Fig. 1: run 1, layout detail
The bar under the picture is 10 um long. Window x 22 to 47, y 22 to 47 um. Cells in grey, sequential cells in the stronger grey; small squares are vias.
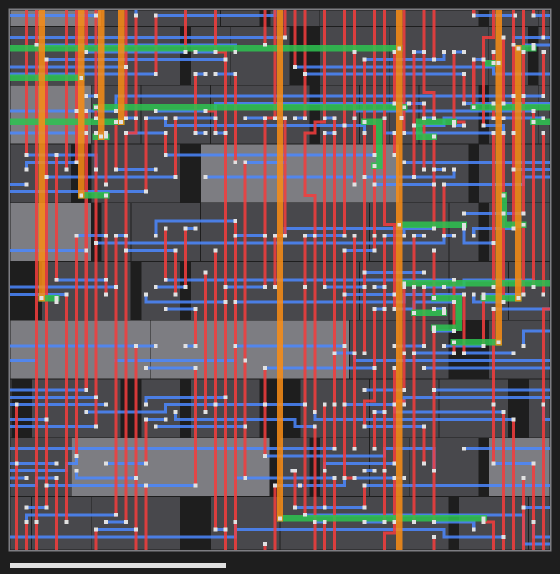
Fig. 2: run 1, routing congestion map
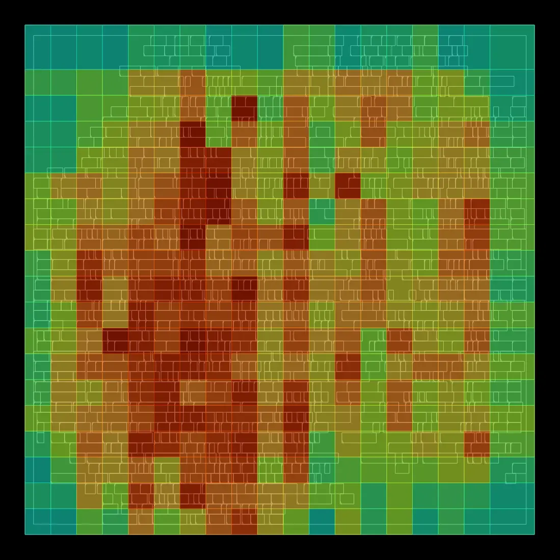
Fig. 3: run 1, logic cells by family
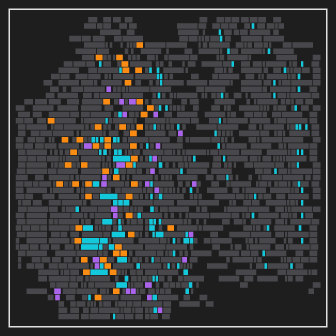
==> config.mk <==
export PLATFORM = sky130hd
export DESIGN_NAME = fetch_stage
export DESIGN_NICKNAME = d
export VERILOG_FILES = /design/src/rtl/fetch_stage.sv
export SDC_FILE = /design/constraint.sdc
export NUM_CORES = 1
export LEC_CHECK = 0
export CORE_MARGIN = 2
export CORE_UTILIZATION = 53
export DETAILED_ROUTE_END_ITERATION = 8
export GPL_TIMING_DRIVEN = 0
export PLACE_DENSITY = 0.9
export RECOVER_POWER = 25
export SLEW_MARGIN = 10
export SYNTH_ARGS = -nofsm -noshare
export SYNTH_HDL_FRONTEND = slang
export SYNTH_SLANG_ARGS = --single-unit
==> constraint.sdc <==
create_clock -name Clk -period 2.52 [get_ports Clk]
set_clock_uncertainty 0.2 [all_clocks]
set_input_delay 0.378 -clock Clk [delete_from_list [all_inputs] [get_ports Clk]]
set_output_delay 0.378 -clock Clk [all_outputs]
set_load 0.05 [all_outputs]
==> impl_results.rst, run 1 <==
Flow metrics
------------

.. list-table::
   :header-rows: 1

   * - Metric
     - Value
   * - Outcome
     - complete, but fails checks
   * - Failing checks
     - negative setup slack
   * - Cell count listed in synth_stat.txt
     - between 900 and 1000
   * - Gate count of the mapped netlist
     - 921
   * - Largest family of logic cells by area
     - simple AND/OR/NAND/NOR gates
   * - First-pass GRT wire length
     - between 40 and 50 mm
   * - Mux share of post-synthesis cell area
     - 0.117
   * - Clock period minus worst slack
     - 2550 ps
   * - Cell Area, Placed
     - approximately 0.011 mm^2
   * - Core region area
     - around 0.017 mm^2
   * - R2r worst-path depth
     - 7
   * - Timing-limited maximum frequency
     - a little under 400 MHz
   * - Data arrival time at the worst-slack endpoint
     - 1980 ps
   * - Synth Area in XOR/XNOR
     - 0.0474
   * - Final setup margin
     - -34.2 ps
   * - Commonest cells after routing, fill and taps aside
     - dfrtp_1 (189), clkdlybuf4s50_1 (134), nand2_1 (125)
   * - Setup repair after global routing missed its margin
     - yes
   * - Number of top-level pins
     - 173
   * - Cell type of the slowest stage on the worst timing path
     - dfrtp_1
   * - Wire length on met2
     - between 10 and 15 mm
   * - Kind of cell adding the most delay to the critical path
     - buffers and inverters
   * - Count of buffering cells on the critical path with inverters included
     - 4
   * - Arithmetic-cell share of the synthesized area counting full adders, half adders and majority gates
     - 0.00135
   * - Startpoint type of the worst setup path
     - flop
   * - Root buffer cell
     - clkbuf_16
   * - # setup viols final
     - 16
   * - TritonCTS clock tree
     - yes
   * - Yosys simple share
     - 0.166
   * - Setup WS pre-CTS
     - -1070 ps
   * - Worst skew pair latency
     - about 440 ps
   * - Ys async rst share
     - 1.00
   * - Most used flip-flop cell after synthesis
     - dfrtp_1
   * - Ordered list of cells on the worst path
     - buf_8 -> nor2b_4 -> buf_12 -> buf_12 -> mux2_2 -> buf_6
   * - Core Util at FP
     - 0.538
   * - Leakage component of the power
     - 5.28 nW
   * - Final Instance Area
     - around 0.012 mm^2
   * - Via count of the routed design
     - 8028
   * - Met1 Resource Use GR
     - 0.350
   * - Post-route core utilization
     - 0.716
   * - Hold slack final
     - roughly 280 ps
   * - Final antenna-violating net count
     - 0
   * - Cell area after technology mapping
     - 0.00925 mm^2
   * - Clock sinks
     - approximately 190
About Fig. 1:
legend:
  met1:
    colour: blue
  met4:
    colour: orange
  met2:
    colour: red
  met3:
    colour: green
most frequent: xnor2_1 (7), nand4_1 (4), dfrtp_1 (4)
sequential cells in the window: 4
cells with their middle in the window: 55

About Fig. 2:
met3 track demand over resource: 0.0544
gr busiest metal: met2
grt met2 use: 0.467
Total GRT Usage: 0.277

About Fig. 3:
legend:
  XOR/XNOR gates:
    colour: orange
    cells: 50
  NOR gates:
    colour: cyan
    cells: 120
    where: all over the die
  AND and OR gates:
    colour: purple
    cells: 29
Top cell excl fill/tap: dfrtp_1
multi-input combinational area share: 0.339
Cell Count, Final, Fillers Out: 1372

[run 1: worst register-to-register path: cells and delay by family (launching register included)]
kind	cells	cell delay, ps
compound gates	1	110
xor+xnor	1	270
fa+ha+maj	1	320
buf+inv	1	210
flops	1	460
simple gates	3	810
[run 1: report_power, final]
group | switching (mW) | internal [mW]
Clock | 1.25 | 1.28
Sequential | 0.490 | 3.91
Combinational | 2.87 | 1.80
[run 1: final cells by class]
class                   instances  area, um^2
clock buffers                  18         429
flip-flops and latches        191        4780
plain buffers                  83         505
clock inverters                14         110
repair buffers                196        1980
well taps                     225         282
fillers                      1189        4870
inverters                      13        48.8
multi-input cells             632        4170
==> run 1 -> run 2 <==
--- a/config.mk
+++ b/config.mk
@@ -6,10 +6,10 @@
 export NUM_CORES = 1
 export LEC_CHECK = 0
 export CORE_MARGIN = 2
-export CORE_UTILIZATION = 53
+export CORE_UTILIZATION = 27
 export DETAILED_ROUTE_END_ITERATION = 8
 export GPL_TIMING_DRIVEN = 0
-export PLACE_DENSITY = 0.9
+export PLACE_DENSITY = 0.56
 export RECOVER_POWER = 25
 export SLEW_MARGIN = 10
 export SYNTH_ARGS = -nofsm -noshare
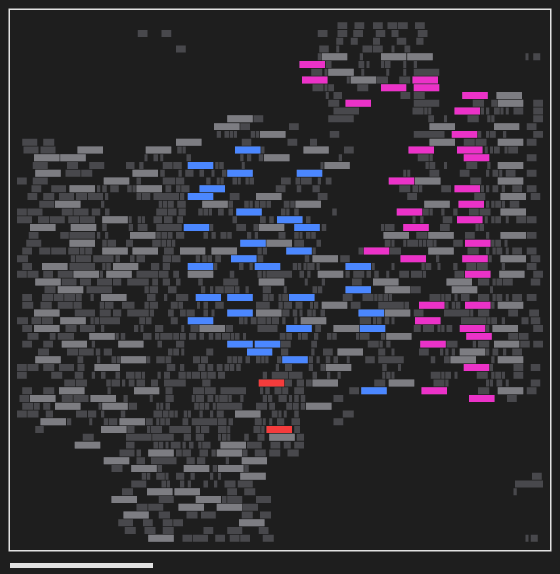
Fig. 4. Register map, names as in the netlist (run 2).
The bar under the picture is 50 um long. Other sequential cells in the stronger grey, the rest of the logic in the fainter grey.
legend:
  buf_pc4_q:
    colour: blue
    sequential_cells: 30
    where: middle
  buf_instr_q:
    colour: magenta
    sequential_cells: 32
  state_q:
    colour: red
    sequential_cells: 2
not coloured: 127
sequential cell area share: 0.375
post-route core utilization: 0.379
FF/Latch Area: 0.00478 mm^2
power consumed by sequential cells: 4.37 mW

==> run 2 against run 1 <==
Effect of this change:
- global-route usage is 12 points lower
- worst hold slack worse by 3.8 ps
- cell count is 16% higher
- worst setup slack better by 13 ps
- the run still ends with negative setup slack left
- combinational power is 1% higher
- non-clock buffer count is 3 higher
==> impl_results.rst, run 2 <==
Flow metrics
------------

.. list-table::
   :header-rows: 1

   * - Metric
     - Value
   * - Cell Count, Final, Fillers Out
     - roughly 1600
   * - Cell count listed in synth_stat.txt
     - 921
   * - # setup viols final
     - 5
   * - Final setup margin
     - -20.9 ps
   * - Top cell excl fill/tap
     - dfrtp_1
   * - Via count of the routed design
     - ~7600
   * - Grt met2 use
     - 0.241
   * - Failing checks
     - negative setup slack
   * - Gr busiest metal
     - met2
   * - TritonCTS clock tree
     - yes
   * - Wire length on met2
     - around 13 mm
   * - Cell area after technology mapping
     - about 0.009 mm^2
   * - Core Util at FP
     - 0.275
   * - Data arrival time at the worst-slack endpoint
     - approximately 2000 ps
   * - Ordered list of cells on the worst path
     - buf_6 -> nor2b_4 -> buf_12 -> buf_6 -> buf_12 -> mux2_4 -> buf_8
   * - Largest family of logic cells by area
     - simple AND/OR/NAND/NOR gates
   * - Cell Area, Placed
     - around 0.012 mm^2
   * - Mux share of post-synthesis cell area
     - 0.117
   * - Setup repair after global routing missed its margin
     - yes
   * - Commonest cells after routing, fill and taps aside
     - dfrtp_1 (191), clkdlybuf4s50_1 (134), nand2_1 (126)
   * - Final antenna-violating net count
     - 0
   * - Ys async rst share
     - 1.00
   * - First-pass GRT wire length
     - 43.0 mm
   * - Final Instance Area
     - 0.0127 mm^2
   * - Met1 Resource Use GR
     - 0.221
   * - Number of top-level pins
     - about 170
   * - Outcome
     - complete, but fails checks
   * - Hold slack final
     - 279 ps
   * - Met3 track demand over resource
     - 0.0343
   * - Worst skew pair latency
     - 450 ps
   * - Cell type of the slowest stage on the worst timing path
     - dfrtp_1
   * - Total GRT Usage
     - 0.157
   * - Timing-limited maximum frequency
     - approximately 400 MHz
==> run 2: layout make-up <==
type	count	area, um^2
plain buffers	83	488
clock buffers	18	429
clock inverters	14	148
fillers	3337	20900
inverters	13	48.8
multi-input cells	632	4190
flip-flops and latches	191	4780
well taps	448	561
repair buffers	199	2090
==> run 2: timing repair <==
item	4_1_cts	5_1_grt
setup endpoints to repair	166	135
setup buffers	16	10
cloned	1	2
hold buffers	1	0
endpoints found under the hold margin	103	0
gates resized	273	88
pin swaps	3	2
==> run 2: power breakdown <==
group	switching (mW)	internal [mW]
Clock	1.33	1.40
Sequential	0.466	3.91
Combinational	2.87	1.87
Total	4.67	7.18
==> run 2: critical path, delay by kind of cell (launching register included) <==
family	cells	cell delay (ps)
AND/OR/NAND/NOR	1	130
buffers and inverters	5	680
multiplexers	1	310
flip-flops	1	390
Power is estimated from default activity; no workload was simulated.
